### Local utilization, run 1

Drawn at 4 px/micron. 8 x 8 tiles, from white (low) to dark blue (high), 0 to 100% covered.
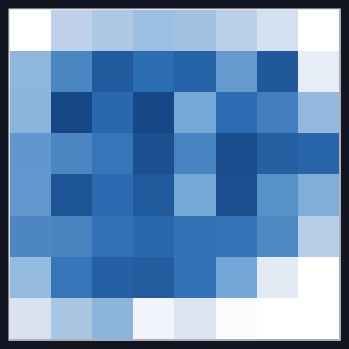
### Clock distribution, run 1

Drawn at 4 px/micron.
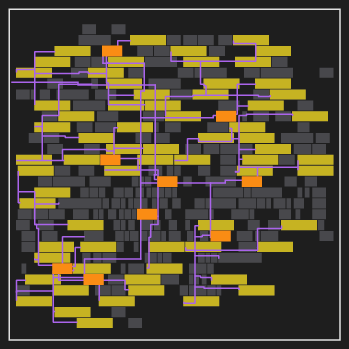
### Clock routing, run 1

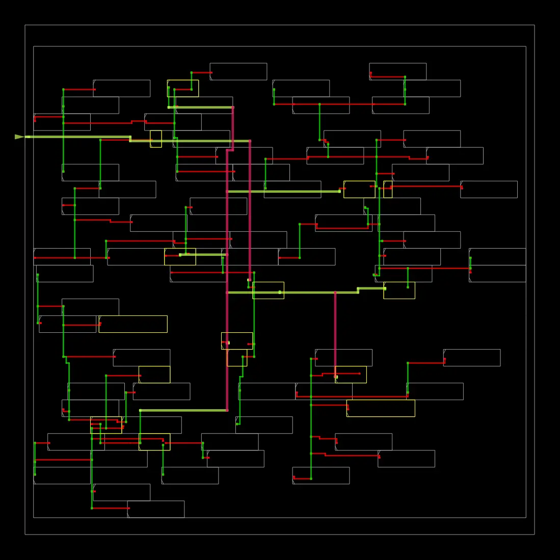
[config.mk]
export PLATFORM = sky130hd
export DESIGN_NAME = ps2_key_decoder
export DESIGN_NICKNAME = d
export VERILOG_FILES = /design/src/rtl/ps2_key_decoder.sv
export SDC_FILE = /design/constraint.sdc
export NUM_CORES = 1
export LEC_CHECK = 0
export CAP_MARGIN = 20
export CORE_UTILIZATION = 50
export CTS_CLUSTER_DIAMETER = 80
export DETAILED_ROUTE_END_ITERATION = 10
export PLACE_DENSITY = 0.81
export SLEW_MARGIN = 20
export SYNTH_ARGS = -nofsm -noshare
export SYNTH_HDL_FRONTEND = slang
export SYNTH_SLANG_ARGS = --single-unit
[constraint.sdc]
create_clock -name i_clock -period 6.5 [get_ports i_clock]
set_clock_uncertainty 0.05 [all_clocks]
set_input_delay 0.975 -clock i_clock [delete_from_list [all_inputs] [get_ports i_clock]]
set_output_delay 0.975 -clock i_clock [all_outputs]
set_load 0.005 [all_outputs]
[src/rtl/ps2_key_decoder.sv]
// ps2_key_decoder
// Turns raw PS/2 scan-code bytes into whole key events (make/break,
// extended or not, plus the Pause key) and queues them in a small
// show-ahead FIFO drained by the host with a valid/ack handshake.
//
// Ports:
//   i_clock       system clock, rising edge
//   reset         asynchronous active-high reset
//   scan_ready    byte strobe from the PS/2 receiver (PS/2 clock domain)
//   scan_code     receiver byte, stable while scan_ready is high and after
//   key_ack       pops the FIFO head when key_valid is high
//   overflow_clr  clears the sticky overflow flag
//   key_valid     FIFO not empty; head event is on key_code/extended/released
//   key_code      head event code byte (E1 for Pause)
//   key_extended  head event carried the E0 prefix
//   key_released  head event carried the F0 prefix
//   overflow      sticky: an event was dropped because the FIFO was full
module ps2_key_decoder #(
  parameter int unsigned SYNC_STAGES = 2,
  parameter int unsigned FIFO_AW     = 2
) (
  input  logic       i_clock,
  input  logic       reset,
  input  logic       scan_ready,
  input  logic [7:0] scan_code,
  input  logic       key_ack,
  input  logic       overflow_clr,
  output logic       key_valid,
  output logic [7:0] key_code,
  output logic       key_extended,
  output logic       key_released,
  output logic       overflow
);

  localparam int unsigned DEPTH = 1 << FIFO_AW;
  localparam int unsigned PW    = FIFO_AW + 1;

  localparam logic [7:0] CODE_EXT   = 8'hE0;
  localparam logic [7:0] CODE_BRK   = 8'hF0;
  localparam logic [7:0] CODE_PAUSE = 8'hE1;

  typedef struct packed {
    logic [7:0] code;
    logic       extended;
    logic       released;
  } key_event_t;

  typedef enum logic [2:0] {
    ST_IDLE    = 3'd0,
    ST_EXT     = 3'd1,
    ST_BRK     = 3'd2,
    ST_EXT_BRK = 3'd3,
    ST_PAUSE   = 3'd4
  } state_t;

  // Bytes that carry no key information and cancel any pending prefix.
  function automatic logic is_filler(input logic [7:0] b);
    return (b == 8'h00) || (b == 8'hAA) || (b == 8'hEE) ||
           (b == 8'hFA) || (b == 8'hFE) || (b == 8'hFF);
  endfunction

  // ---------------------------------------------------------------------
  // scan_ready synchronizer and rising-edge detect
  // ---------------------------------------------------------------------
  logic [SYNC_STAGES-1:0] sync_q;
  logic [SYNC_STAGES-1:0] fill_q;
  logic                   prev_q;
  logic                   sync_out;
  logic                   primed;
  logic                   strobe_c;
  logic                   strobe_q;
  logic [7:0]             byte_q;

  assign sync_out = sync_q[SYNC_STAGES-1];
  assign primed   = fill_q[SYNC_STAGES-1];
  assign strobe_c = sync_out & ~prev_q;

  // fill_q marks when the chain holds real samples rather than reset zeros;
  // until then prev_q is pinned high so a level held across reset is not
  // mistaken for a fresh rising edge.
  always_ff @(posedge i_clock or posedge reset) begin
    if (reset) begin
      sync_q <= '0;
      fill_q <= '0;
      prev_q <= 1'b1;
    end else begin
      sync_q <= {sync_q[SYNC_STAGES-2:0], scan_ready};
      fill_q <= {fill_q[SYNC_STAGES-2:0], 1'b1};
      prev_q <= sync_out | ~primed;
    end
  end

  // Byte capture; scan_code is long stable by the time the strobe arrives.
  always_ff @(posedge i_clock or posedge reset) begin
    if (reset) begin
      byte_q   <= '0;
      strobe_q <= 1'b0;
    end else begin
      strobe_q <= strobe_c;
      if (strobe_c) begin
        byte_q <= scan_code;
      end
    end
  end

  // ---------------------------------------------------------------------
  // Prefix-stripping FSM
  // ---------------------------------------------------------------------
  state_t     state_q;
  state_t     state_d;
  logic [2:0] skip_q;
  logic [2:0] skip_d;
  logic       push_c;
  key_event_t push_event_c;

  always_ff @(posedge i_clock or posedge reset) begin
    if (reset) begin
      state_q <= ST_IDLE;
      skip_q  <= '0;
    end else begin
      state_q <= state_d;
      skip_q  <= skip_d;
    end
  end

  always_comb begin
    state_d      = state_q;
    skip_d       = skip_q;
    push_c       = 1'b0;
    push_event_c = '0;
    if (strobe_q) begin
      if (state_q == ST_PAUSE) begin
        // Pause is an 8-byte sequence with no break; swallow the 7 tail bytes.
        skip_d = skip_q - 3'd1;
        if (skip_q == 3'd1) begin
          push_c                = 1'b1;
          push_event_c.code     = CODE_PAUSE;
          push_event_c.extended = 1'b0;
          push_event_c.released = 1'b0;
          state_d               = ST_IDLE;
        end
      end else if (byte_q == CODE_EXT) begin
        state_d = ST_EXT;
      end else if (byte_q == CODE_BRK) begin
        if ((state_q == ST_EXT) || (state_q == ST_EXT_BRK)) begin
          state_d = ST_EXT_BRK;
        end else begin
          state_d = ST_BRK;
        end
      end else if (byte_q == CODE_PAUSE) begin
        state_d = ST_PAUSE;
        skip_d  = 3'd7;
      end else if (is_filler(byte_q)) begin
        state_d = ST_IDLE;
      end else begin
        push_c                = 1'b1;
        push_event_c.code     = byte_q;
        push_event_c.extended = (state_q == ST_EXT) || (state_q == ST_EXT_BRK);
        push_event_c.released = (state_q == ST_BRK) || (state_q == ST_EXT_BRK);
        state_d               = ST_IDLE;
      end
    end
  end

  // ---------------------------------------------------------------------
  // Show-ahead event FIFO
  // ---------------------------------------------------------------------
  key_event_t          mem_q [DEPTH];
  logic [PW-1:0]       wr_ptr_q;
  logic [PW-1:0]       rd_ptr_q;
  logic                empty_c;
  logic                full_c;
  logic                pop_c;
  logic                write_c;
  logic                drop_c;
  key_event_t          head_c;

  assign empty_c = (wr_ptr_q == rd_ptr_q);
  assign full_c  = (wr_ptr_q[PW-1] != rd_ptr_q[PW-1]) &&
                   (wr_ptr_q[PW-2:0] == rd_ptr_q[PW-2:0]);
  assign pop_c   = key_ack & ~empty_c;
  // A pop in the same cycle frees the slot the push writes into.
  assign write_c = push_c & (~full_c | pop_c);
  assign drop_c  = push_c & full_c & ~pop_c;
  assign head_c  = mem_q[rd_ptr_q[PW-2:0]];

  always_ff @(posedge i_clock or posedge reset) begin
    if (reset) begin
      wr_ptr_q <= '0;
      rd_ptr_q <= '0;
      for (int i = 0; i < DEPTH; i++) begin
        mem_q[i] <= '0;
      end
    end else begin
      if (write_c) begin
        mem_q[wr_ptr_q[PW-2:0]] <= push_event_c;
        wr_ptr_q                <= wr_ptr_q + PW'(1);
      end
      if (pop_c) begin
        rd_ptr_q <= rd_ptr_q + PW'(1);
      end
    end
  end

  // Sticky overflow; a drop in the same cycle as a clear wins.
  always_ff @(posedge i_clock or posedge reset) begin
    if (reset) begin
      overflow <= 1'b0;
    end else if (drop_c) begin
      overflow <= 1'b1;
    end else if (overflow_clr) begin
      overflow <= 1'b0;
    end
  end

  assign key_valid    = ~empty_c;
  assign key_code     = head_c.code;
  assign key_extended = head_c.extended;
  assign key_released = head_c.released;

endmodule

==> flow_summary.toml, run 1 <==
# synthesis and place-and-route metrics
[pwr]
fin_total_pwr_uw = 1380
peakVddDrop_v = 0.000290

[placed_design]
gp_congestion = 0.847

[cells_and_area]
top_register = "mem_q"
seqCellArea_sq_um = 1680
clock_area_frac = 0.0578
buf_share = 0.0666
logic_gates = 150
area_delta_synth_final_pct = 15.4

[global_route]
grt-ovfl-total = 0
gr-usage-met2 = 0.302
grt_pass1_wl_microns = 9840

[yosys]
synth_cell_types = 40
syn_area_sq_um = 3230
synth_nets = 255

[setup_path]
critPathBufInv = 1
rr_endpoint = "mem_q[8]$_DFFE_PP0P_"

[run_status]
status = "completed"

[worst_hold_path]
min_from = "fill_q[0]$_DFF_PP0_"
min_to = "fill_q[1]$_DFF_PP0_"

[sta]
min_period_ns = 3.31

[detailed_routing]
num_vias = 1937

[clocking]
cts_tree = "yes"
holdBufCountCts = 0
Back to the opening pictures, 'Local utilization':
tiles over 75% full: 30%
mean over tiles: 54%
emptiest ninth of the die: bottom right
nearly empty tiles: 9.4%
fullest tile: 91%
utilization after layout: 0.614
Core Area: 6060 sq um

Back to the opening pictures, 'Clock distribution':
legend:
  orange:
    item: clock-net drivers
    count: 9
  yellow:
    item: flip-flops
    count: 67
  purple:
    item: clock wires
    length: 842 microns
flops lie: spread over the die

Back to the opening pictures, 'Clock routing':
clock buffers: 11
total CTS buffers: 9
clock distribution power: 380 uW
Clk Latency, worst-skew pair: 0.34 ns
clk sink count: 67

[run 1: synthesized netlist by cell type]
| library cell | instances | area (sq um) |
|---|---|---|
| dfrtp_1 | 66 | 1650 |
| mux2_1 | 40 | 450 |
| nand2_1 | 14 | 52.6 |
| inv_1 | 10 | 37.5 |
| mux4_2 | 10 | 225 |
| mux2_4 | 8 | 120 |
| nand3_1 | 8 | 40.0 |
| nor2_1 | 8 | 30.0 |
| ha_1 | 7 | 87.6 |
| nand2b_1 | 7 | 43.8 |
| nor3_1 | 5 | 25.0 |
| xnor2_1 | 5 | 43.8 |
| nand4_4 | 4 | 85.1 |
| a21oi_1 | 3 | 15.0 |
| a31oi_1 | 3 | 18.8 |
| buf_2 | 3 | 15.0 |
| nor2b_1 | 3 | 18.8 |
| nor4_1 | 3 | 18.8 |
| o21ai_0 | 3 | 15.0 |
| clkbuf_1 | 2 | 7.51 |
| nand4_1 | 2 | 12.5 |
| o32ai_1 | 2 | 17.5 |
| xor2_1 | 2 | 17.5 |
| a21o_2 | 1 | 8.76 |
| a221oi_1 | 1 | 8.76 |
| a311o_1 | 1 | 10.0 |
| and3_1 | 1 | 6.26 |
| buf_12 | 1 | 20.0 |
| buf_4 | 1 | 7.51 |
| buf_6 | 1 | 11.3 |
| conb_1 | 1 | 3.75 |
| dfstp_2 | 1 | 26.3 |
| mux2i_1 | 1 | 10.0 |
| nand3b_1 | 1 | 7.51 |
| nor3b_2 | 1 | 12.5 |
| o21ai_1 | 1 | 5.00 |
| o21ai_4 | 1 | 16.3 |
| o31ai_1 | 1 | 7.51 |
| or3b_1 | 1 | 8.76 |
| or4_1 | 1 | 7.51 |
[run 1: report_power, final]
group	internal, uW	total, uW	switching [uW]
clock	225	380	155
combinational	238	371	133
sequential	520	632	112
==> run 1 -> run 2 <==
- PLACE_DENSITY: 0.81 -> 0.84
- clock period: 6.5 -> 2.65 ns (I/O delays scaled with it)
### Clock distribution, run 2

Drawn at 4 px/micron.
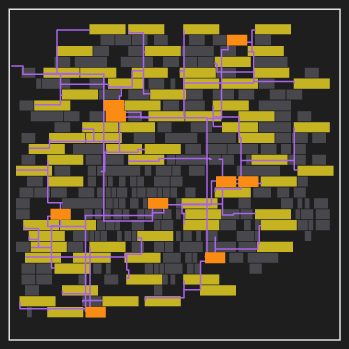
legend:
  orange:
    item: clock-net drivers
    count: 9
  yellow:
    item: flip-flops
    count: 67
  purple:
    item: clock wires
    length: 846 microns
routed clock nets: 10
flops lie: spread over the die
clock distribution power: 1080 uW
Clk Latency, worst-skew pair: 0.35 ns
Clock power frac: 0.300

### Met3 routing, run 2

Drawn at 6 px/micron.
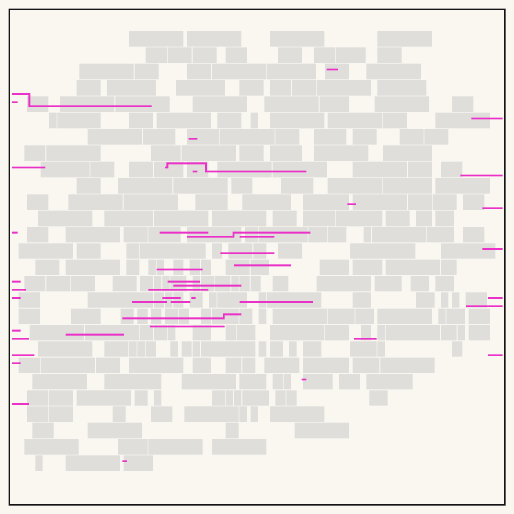
longest straight run: 20.2 microns
share of all routed wire: 4.2%
wire length on this layer: 259 microns

### Clock routing, run 2

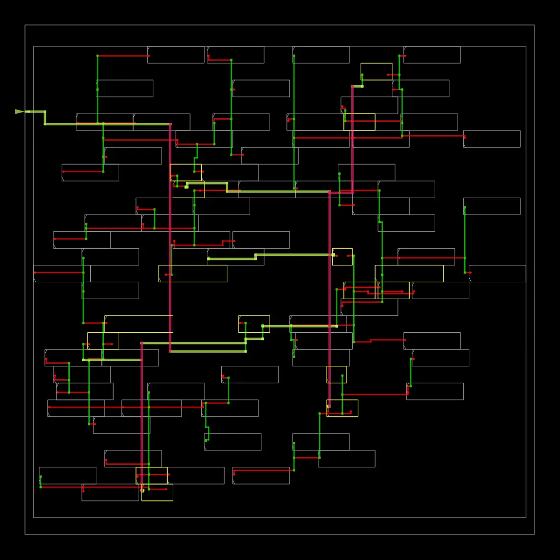
flop count: 67

==> run 2 against run 1 <==
Net effect:
- first-iteration DRC count is 10% lower
- sequential share of layout area down 1.1 points
- setup slack lost 3.0 ns
- flip-flop count did not move
- non-clock buffer count increased by 4
- power grew to 2.6 times the previous value
- count of clock-buffer cells in the layout did not move
- sequential power rose by 130%
- routed wire length rose by 11%
- critical endpoint is now key_code[7]
- largest cell class unchanged
==> flow_summary.toml, run 2 <==
# synthesis and place-and-route metrics
[cells_and_area]
n_clock_buffer = 11
logic_gates = 150
buf_share = 0.0762
seqCellArea_sq_um = 1680
top_register = "mem_q"
fin_util = 0.629

[placed_design]
gp_congestion = 0.820

[detailed_routing]
num_vias = 2009

[pwr]
p_int_uw = 2570
switching_share = 0.287
seqPwrFrac = 0.407
peakVddDrop_v = 0.000692
fin_total_pwr_uw = 3600
pwr-share-comb = 0.293

[floorplanning]
core_area_sq_um = 6060

[clocking]
cts_tree = "yes"
numCtsBuffers = 9
holdBufCountCts = 0

[yosys]
synth-edff-count = 0
yosys-top-cells-count = "66 x dfrtp_1, 40 x mux2_1, 14 x nand2_1, 10 x inv_1, 10 x mux4_2"
synthArstFlopShare = 1.00
synth_nets = 255
ys.flop_type = "dfrtp_1"
yosysTopAreaCell = "dfrtp_1"
top_cells_by_area = "dfrtp_1 51%, mux2_1 14%, mux4_2 7.0%"

[run_status]
status = "completed"

[setup_path]
critPathBufInv = 2

[global_route]
gr-usage-met2 = 0.329
grt-ovfl-total = 0
==> run 2: cell counts after synthesis <==
No cell type changed its count.
==> run 2: path summary, 6_finish.rpt <==
| path | startpoint | to | slack, ns |
|---|---|---|---|
| hold reg to reg | fill_q[0]$_DFF_PP0_ | fill_q[1]$_DFF_PP0_ | 0.30 |
| min in group asynchronous | reset | mem_q[13]$_DFFE_PP0P_ | 0.35 |
| max in group asynchronous | reset | wr_ptr_q[1]$_DFFE_PP0P_ | 1.59 |
| setup reg to reg | skip_q[1]$_DFFE_PP0P_ | mem_q[8]$_DFFE_PP0P_ | 0.33 |
| setup / recovery | rd_ptr_q[0]$_DFFE_PP0P_ | key_code[7] | 0.21 |
| hold / removal | fill_q[0]$_DFF_PP0_ | fill_q[1]$_DFF_PP0_ | 0.30 |
==> run 2: layer usage <==
layer,vias to the layer above,wire (microns)
met2,57,2950
met5,-,0
met4,0,186
met3,15,258
met1,1021,2810
li1,916,-
==> run 2: power groups by stage <==
| stage | sequential [uW] | combinational, uW | clock, uW |
|---|---|---|---|
| finish | 1470 | 1060 | 1080 |
| global route | 1500 | 1150 | 1150 |
| CTS | 1460 | 1070 | 1100 |
| detailed placement | 1480 | 1050 | 0 |
| global placement | 1470 | 1010 | 0 |
| floorplan | 1430 | 711 | 0 |
==> run 2: stage by stage <==
stage,cells,TNS (ns)
2_1_floorplan,235,0
3_3_place_gp,331,0
3_5_place_dp,331,-1.22
4_1_cts,347,0
5_1_grt,347,0
6_report,347,0
==> run 2: what timing repair did <==
| action | in CTS | in global routing |
|---|---|---|
| gates resized | 0 | 1 |
| buffers inserted | 0 | 0 |
| endpoints found under the setup margin | 0 | 1 |
==> run 2 -> run 3 <==
--- a/config.mk
+++ b/config.mk
@@ -8,6 +8,7 @@
 export CAP_MARGIN = 20
-export CORE_UTILIZATION = 50
+export CORE_UTILIZATION = 45
 export CTS_CLUSTER_DIAMETER = 80
 export DETAILED_ROUTE_END_ITERATION = 10
-export PLACE_DENSITY = 0.84
+export GPL_TIMING_DRIVEN = 0
+export PLACE_DENSITY = 0.78
 export SLEW_MARGIN = 20
--- a/constraint.sdc
+++ b/constraint.sdc
@@ -4,2 +4,2 @@
 set_output_delay 0.3975 -clock i_clock [all_outputs]
-set_load 0.005 [all_outputs]
+set_load 0.02 [all_outputs]
==> run 3 against run 2 <==
Net effect:
- cell area increased by 0.89%
- die size increased by 11%
- clock power decreased by about 10%
- area after synthesis unchanged
- via count decreased by 0.35%
- register-to-register slack improved by 0.10 ns
- flip-flop count unchanged
- sequential share of layout area decreased by 0.39 points
- cell count increased by 7.2%
- setup slack got worse by 0.11 ns
- worst hold slack improved by 0.0040 ns
- routed wire length decreased by 3.9%
==> flow_summary.toml, run 3 <==
# synthesis and place-and-route metrics
[setup_path]
r2r_slack_ns = 0.43
rr_endpoint = "mem_q[21]$_DFFE_PP0P_"
critPathBufInv = 2
crit_start = "rd_ptr_q[0]$_DFFE_PP0P_"
setup.worst_path.end = "key_code[6]"
reg2reg_from = "state_q[0]$_DFFE_PP0P_"

[placed_design]
dp_cells = 356
post-dp-hpwl_microns = 4230
gp_congestion = 0.877

[clocking]
holdBufCountCts = 0
postCtsSetupBuffers = 0
cts.sinks = 67
cts_tree = "yes"
numCtsBuffers = 9
clk_latency_ns = 0.35

[worst_hold_path]
min_to = "sync_q[1]$_DFF_PP0_"
min_from = "sync_q[0]$_DFF_PP0_"

[yosys]
top_cell_area_share = 0.512
synth-edff-count = 0
top_cells_by_area = "dfrtp_1 51%, mux2_1 14%, mux4_2 7.0%"
synth_nets = 255
top_cell = "dfrtp_1"
synth_cell_types = 40
ys.flop_type = "dfrtp_1"
yosys-top-cells-count = "66 x dfrtp_1, 40 x mux2_1, 14 x nand2_1, 10 x inv_1, 10 x mux4_2"
synthArstFlopShare = 1.00
syn_area_sq_um = 3230
yosysTopAreaCell = "dfrtp_1"

[floorplanning]
core_area_sq_um = 6870

[global_route]
grt_pass1_wl_microns = 10500
grt-ovfl-total = 0

[cells_and_area]
top_register = "mem_q"
area_delta_synth_final_pct = 19.2
fin_util = 0.560
final_cells = 372

[sta]
min_period_ns = 2.55
rsz0062_at_grt = "false"

[pwr]
peakVddDrop_v = 0.000522

[run_status]
status = "completed"
-- run 3: worst register-to-register path: stages (launching register included) --
cell and delay (ns):
dfrtp_1 0.43, nor3b_2 0.54, a311o_1 0.22, buf_4 0.20
nand4_4 0.25, mux2_1 0.40
-- run 3: through the flow --
| stage | TNS [ns] | total power (uW) |
|---|---|---|
| after global placement | -38.22 | 2580 |
| final | 0 | 3570 |
| after detailed placement | 0 | 2630 |
| after global routing | 0 | 3790 |
| after CTS | 0 | 3600 |
| after floorplan | 0 | 2250 |
-- run 3: final cells by class --
| class | instances | area [sq um] | area share |
|---|---|---|---|
| sequential | 67 | 1680 | 0.436 |
| multi-input combinational | 150 | 1450 | 0.377 |
| clock buffer | 11 | 141 | 0.0368 |
| clock inverter | 5 | 85.1 | 0.0221 |
| inverter | 10 | 40.0 | 0.0104 |
| buffer | 8 | 67.6 | 0.0176 |
| timing repair buffer | 25 | 263 | 0.0683 |
| tap | 96 | 120 | 0.0312 |
-- run 3: kinds of logic after synthesis --
kind of cell	count (synthesis)	share of synthesized area
AOI/OAI and AO/OA	17	0.0380
and+or+nand+nor	59	0.114
adders and majority gates	7	0.0271
buffers and inverters	18	0.0306
muxes	59	0.250
other	1	0.00116
xor gates and xnor gates	7	0.0190
DFF	67	0.520
-- run 3: where the power goes --
part / total [uW] / internal (uW) / switching (uW)
clock network: 956 / 560 / 396
registers: 1470 / 1280 / 197
logic: 1140 / 615 / 521
-- run 3: layer usage --
layer | part of all wire | global-route usage | up-vias
met3 | 0.040 | 0.0781 | 7
met4 | 0.013 | 0.0500 | 0
li1 | - | - | 924
met1 | 0.47 | 0.264 | 1028
met5 | 0 | 0 | -
met2 | 0.47 | 0.284 | 43
### Clock routing, run 3

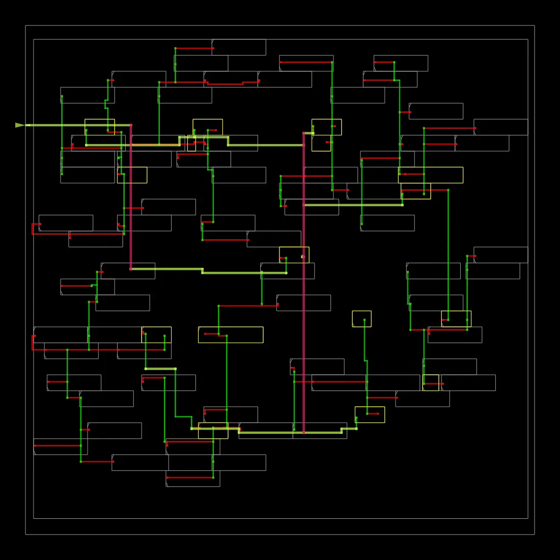
clock distribution power: 956 uW

### Local utilization, run 3

Drawn at 4 px/micron. 9 x 9 tiles, from white (low) to dark blue (high), 0 to 100% covered.
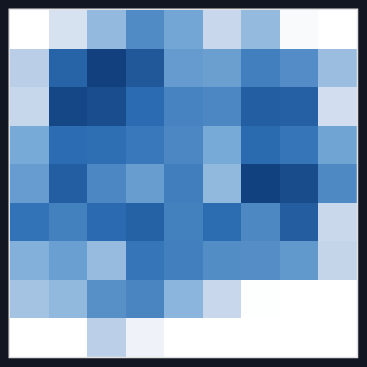
fullest tile: 93%
nearly empty tiles: 15%
emptiest ninth of the die: bottom right

### The metal 1 layer, run 3

Drawn at 3 px/micron. Supply wires on this layer in grey.
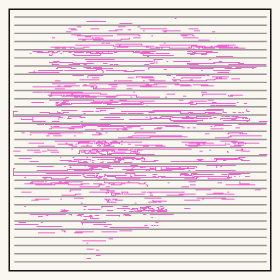
nets with wire on the layer: 262
longest straight run: 27.8 microns
wire length on this layer: 2830 microns
main direction: horizontal
share of all routed wire: 47%
total wire length: 5960 microns
M1 GR Usage: 0.264

Power is estimated from default activity; no workload was simulated.
